Figure 1. Wiring heat map.
Scale: 1.5 px per um. The die is cut into 28 by 28 equal tiles; white is low, dark blue is high, scaled to the fullest tile. Values are wire area over tile area, all layers added.
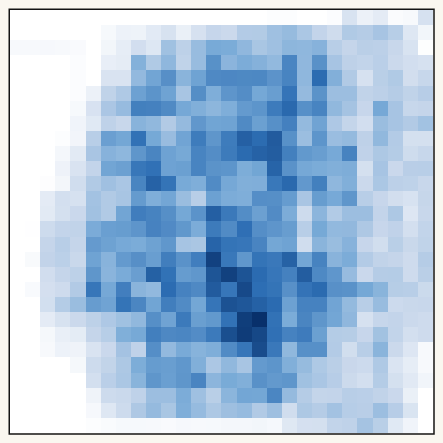
Figure 2. Track usage over the die.
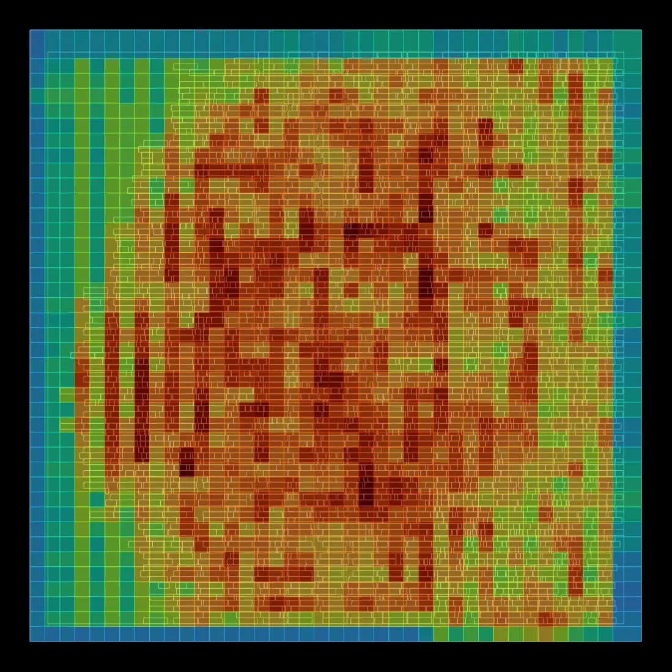
Figure 3. Selected gate families.
Scale: 2 px per um.
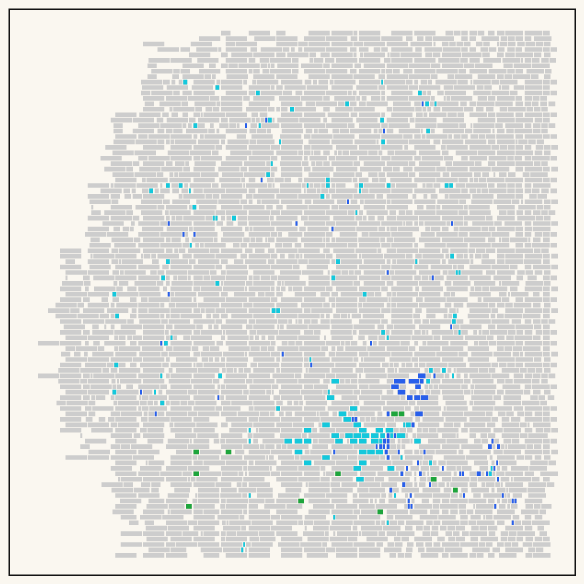
Figure 4. Metal 4.
Scale: 1.5 px per um. Supply wires on this layer in gray.
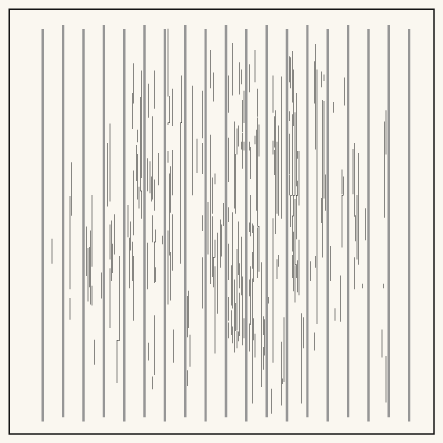
Figure 5. Zoomed window.
Window x 126 to 156, y 70 to 100 um. Cells in gray, sequential cells in the stronger gray; small squares are vias.
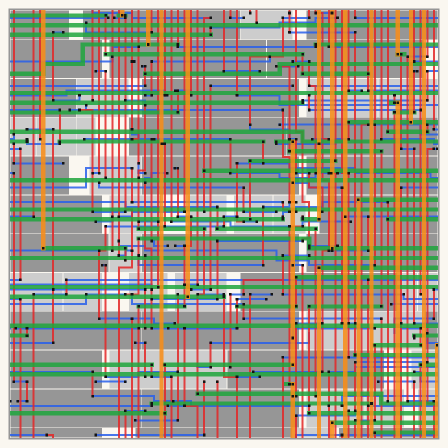
## src/rtl/window5x5_s8.sv

```systemverilog
// Sliding KxK window generator over a raster pixel stream (LeNet-5 conv1 input side).
// Latency: out_valid exactly 1 clk after the in_valid beat that completes a window.
// Backpressure: none; accepts one pixel per in_valid beat, back-to-back every clk.
//
// Ports:
//   clk, arst_n                 clock, asynchronous active-low reset
//   in_valid, in_pixel          pixel beat in raster order (signed DW bits, passed through as raw bits)
//   in_line_last, in_frame_last framing markers, qualified by in_valid
//   out_valid                   one-cycle pulse per emitted window
//   out_win                     KxK taps, tap (r,c) at [(r*K+c)*DW +: DW], r=0 oldest line, c=0 leftmost
//   out_row, out_col            output window position
//   out_line_last               last window of an output row
//   out_frame_last              last window of the frame
//   err_sync                    sticky framing error, cleared only by reset
module window5x5_s8 #(
    parameter int W  = 32,
    parameter int H  = 32,
    parameter int K  = 5,
    parameter int DW = 8
) (
    input  logic                  clk,
    input  logic                  arst_n,
    input  logic                  in_valid,
    input  logic [DW-1:0]         in_pixel,
    input  logic                  in_line_last,
    input  logic                  in_frame_last,
    output logic                  out_valid,
    output logic [K*K*DW-1:0]     out_win,
    output logic                  out_line_last,
    output logic                  out_frame_last,
    output logic [$clog2(H)-1:0]  out_row,
    output logic [$clog2(W)-1:0]  out_col,
    output logic                  err_sync
);

    localparam int CW   = $clog2(W);
    localparam int RW   = $clog2(H);
    localparam int TAPS = K * K;

    localparam logic [CW-1:0] COL_LAST = CW'(W - 1);
    localparam logic [CW-1:0] COL_WIN0 = CW'(K - 1);
    localparam logic [RW-1:0] ROW_LAST = RW'(H - 1);
    localparam logic [RW-1:0] ROW_WIN0 = RW'(K - 1);

    // Position of the pixel currently presented on in_pixel
    logic [CW-1:0] col;
    logic [RW-1:0] row;
    logic [CW-1:0] col_d;
    logic [RW-1:0] row_d;
    logic          err_d;

    // Line buffers: lbuf[j] holds line row-1-j, indexed by column.
    // No reset: a stale entry can never reach an emitted window, since emission
    // needs K-1 freshly written lines above the current one.
    logic [DW-1:0] lbuf  [K-1][W];
    logic [DW-1:0] lb_rd [K-1];

    logic [TAPS*DW-1:0] win_q;
    logic [TAPS*DW-1:0] win_d;

    logic at_col_last;
    logic at_row_last;
    logic emit;

    assign at_col_last = (col == COL_LAST);
    assign at_row_last = (row == ROW_LAST);
    assign emit        = in_valid && (row >= ROW_WIN0) && (col >= COL_WIN0);

    // Column read of every line buffer at the current position
    always_comb begin
        for (int j = 0; j < K - 1; j++) begin
            lb_rd[j] = lbuf[j][col];
        end
    end

    // Shift chain down the lines: newest pixel into buf0, each buffer takes
    // the value the buffer above held at this column.
    always_ff @(posedge clk) begin
        if (in_valid) begin
            lbuf[0][col] <= in_pixel;
            for (int j = 1; j < K - 1; j++) begin
                lbuf[j][col] <= lb_rd[j-1];
            end
        end
    end

    // Window: shift every row one column left, load the new right column
    // with the oldest line at the top and the live pixel at the bottom.
    always_comb begin
        win_d = win_q;
        for (int r = 0; r < K; r++) begin
            for (int c = 0; c < K - 1; c++) begin
                win_d[(r*K+c)*DW +: DW] = win_q[(r*K+c+1)*DW +: DW];
            end
        end
        for (int r = 0; r < K - 1; r++) begin
            win_d[(r*K+K-1)*DW +: DW] = lb_rd[K-2-r];
        end
        win_d[((K-1)*K+K-1)*DW +: DW] = in_pixel;
    end

    // Position tracking with framing-error detection. A missing marker is
    // repaired by wrapping on the geometry so the stream resynchronises.
    always_comb begin
        col_d = col;
        row_d = row;
        err_d = err_sync;
        if (in_valid) begin
            if (in_frame_last) begin
                col_d = '0;
                row_d = '0;
                if (!(at_row_last && at_col_last)) begin
                    err_d = 1'b1;
                end
            end else if (in_line_last) begin
                col_d = '0;
                row_d = at_row_last ? '0 : row + 1'b1;
                if (!at_col_last) begin
                    err_d = 1'b1;
                end
            end else if (at_col_last) begin
                col_d = '0;
                row_d = at_row_last ? '0 : row + 1'b1;
                err_d = 1'b1;
            end else begin
                col_d = col + 1'b1;
            end
        end
    end

    always_ff @(posedge clk or negedge arst_n) begin
        if (!arst_n) begin
            col      <= '0;
            row      <= '0;
            err_sync <= 1'b0;
            win_q    <= '0;
        end else begin
            col      <= col_d;
            row      <= row_d;
            err_sync <= err_d;
            if (in_valid) begin
                win_q <= win_d;
            end
        end
    end

    // Output qualifiers registered alongside the window update so they line
    // up with the window contents one cycle after the completing beat.
    always_ff @(posedge clk or negedge arst_n) begin
        if (!arst_n) begin
            out_valid      <= 1'b0;
            out_row        <= '0;
            out_col        <= '0;
            out_line_last  <= 1'b0;
            out_frame_last <= 1'b0;
        end else begin
            out_valid <= emit;
            if (emit) begin
                out_row        <= row - ROW_WIN0;
                out_col        <= col - COL_WIN0;
                out_line_last  <= at_col_last;
                out_frame_last <= at_row_last && at_col_last;
            end
        end
    end

    assign out_win = win_q;

endmodule

```

## config.mk

```make
export PLATFORM = sky130hd
export DESIGN_NAME = window5x5_s8
export DESIGN_NICKNAME = d
export VERILOG_FILES = /design/src/rtl/window5x5_s8.sv
export SDC_FILE = /design/constraint.sdc
export NUM_CORES = 1
export LEC_CHECK = 0
export CAP_MARGIN = 20
export CORE_MARGIN = 8
export CORE_UTILIZATION = 67
export CTS_BUF_LIST = sky130_fd_sc_hd__clkbuf_8
export DETAILED_ROUTE_END_ITERATION = 8
export HOLD_SLACK_MARGIN = 0.08
export PLACE_DENSITY = 0.87
export SLEW_MARGIN = 0
export SYNTH_ARGS = -nofsm -noshare
export SYNTH_HDL_FRONTEND = slang
export SYNTH_SLANG_ARGS = --single-unit
```

## constraint.sdc

```tcl
create_clock -name clk -period 5.25 [get_ports clk]
set_input_delay 1.05 -clock clk [delete_from_list [all_inputs] [get_ports clk]]
set_output_delay 1.05 -clock clk [all_outputs]
set_load 0.02 [all_outputs]
```

==> flow_metrics.tcl <==
# place-and-route summary
set metrics [dict create \
    ys_types 53 \
    power_switching_mw 5.70 \
    yosysChipArea_um2 47500 \
    hold_path.class "input port to asynchronous set/reset pin" \
    setup_viol 0 \
    max_cap_violations 0 \
    dr.max_layer_used "met5" \
    via_count 27600 \
    clk_latency_ns 0.86 \
    ys.flops 1248 \
    edf_count 1024 \
    ys_sh_aoi 0.0400 \
    max_stage_delay_ns 0.97 \
    muxShareOfSynthArea 0.151 \
    yosys_warnings 0 \
    grt_overflow_total 0 \
    firstDrtPassIters 6 \
    status "finished, final reports clean" \
    synth_area_um2 47500 \
    cp_data_required_time_ns 5.53 \
    critPathCaptureType "register" \
    numCtsBuffers 180 \
    root_buffer "clkbuf_8" \
    utilization 0.782 \
    pg_comb_mw 2.82 \
    r2r_cells 5 \
    slew_headroom 0.246 \
    top_register "lbuf" \
    fin_area_um2 54800 \
    async_flop_share 0.179 \
    rows 97 \
    synthFlopType "edfxtp_1" \
    ant_nets 0 \
    cts_buffer_depth 3 \
    criticalPathCategory "register to register" \
]
Back to the opening pictures, Figure 1:
densest ninth of the die	center
nearly empty tiles	15%
mean over tiles	0.29

Back to the opening pictures, Figure 2:
GR Util met2: 0.494
routed len/inst: 32.0 um
grt met3 use: 0.106
GR met1 Demand/Resource: 0.406

Back to the opening pictures, Figure 3:
family	color	cells
nor cells	cyan	123
non-inverting ao/oa cells	green	11
nand cells	blue	80
Commonest Layout Cell: edfxtp_1
Final Instance Count excl. Fillers: 4003
Comb/total area: 0.194

Back to the opening pictures, Figure 4:
nets with wire on the layer	119
share of all routed wire	5.2%
main direction	vertical
longest straight run	169 um

Back to the opening pictures, Figure 5:
layer	color
metal 3	green
metal 1	blue
metal 2	red
metal 4	orange
sequential cells in the window	22
netlist names of flops here include	`lbuf` (22)
most frequent	edfxtp_1 (22), buf_4 (6), mux2i_1 (5)
cells with their middle in the window	44

==> path summary, 6_finish.rpt <==
check	endpoint	slack, ns
min in group clk	err_sync$_DFFE_PN0P_	0.47
max in group asynchronous	col[0]$_DFFE_PN0P_	3.87
worst max register to register	lbuf[3][13]$_DFFE_PP_	0.84
worst min-delay path	out_win[11]$_DFFE_PN0P_	0.33
worst min register to register	err_sync$_DFFE_PN0P_	0.47
worst max-delay path	lbuf[3][13]$_DFFE_PP_	0.84
==> cells in the mapped netlist (10+ instances only) <==
cell and instances:
nor4_1 48, nor2_1 66, edfxtp_1 1024, mux4_2 52, ha_1 15, mux2i_1 406, buf_2 58, clkbuf_1 64
buf_4 10, a22oi_1 13, mux2_2 170, a31oi_1 31, nand2_1 52, o22ai_1 194, o21ai_0 22, dfrtp_1 224
nand3_1 15
==> layout make-up <==
cell class,instances,area [um2],share of cell area
sequential,1248,36400,0.663
inverter,11,41.3,0.000753
timing repair buffer,314,3150,0.0574
antenna,3,7.51,0.000137
clock inverter,126,636,0.0116
tap,940,1180,0.0214
clock buffer,206,2840,0.0517
multi-input combinational,1155,10600,0.194
==> cells in the final DEF, fill, tap and decap left out, types with 4 or more instances in the layout <==
master           count
o221ai_1             7
nor2_4              32
ha_1                15
buf_4               70
and2_1               4
buf_12               9
clkdlybuf4s50_1    224
clkbuf_8           206
o31ai_1              4
o21ai_0             22
nor4_1              48
nor2_1              34
clkinvlp_4           5
mux4_2              52
a211oi_1             6
edfxtp_1          1024
nor3_1               4
o22ai_1            194
a22o_1               7
inv_1               80
clkinv_2            21
a22oi_1             13
nand2_1             52
a31oi_1             31
mux2i_1            406
dfrtp_1            222
nand4bb_1            5
mux2_2             170
buf_8                6
nand3_1             15
clkinv_1            18
inv_8                5
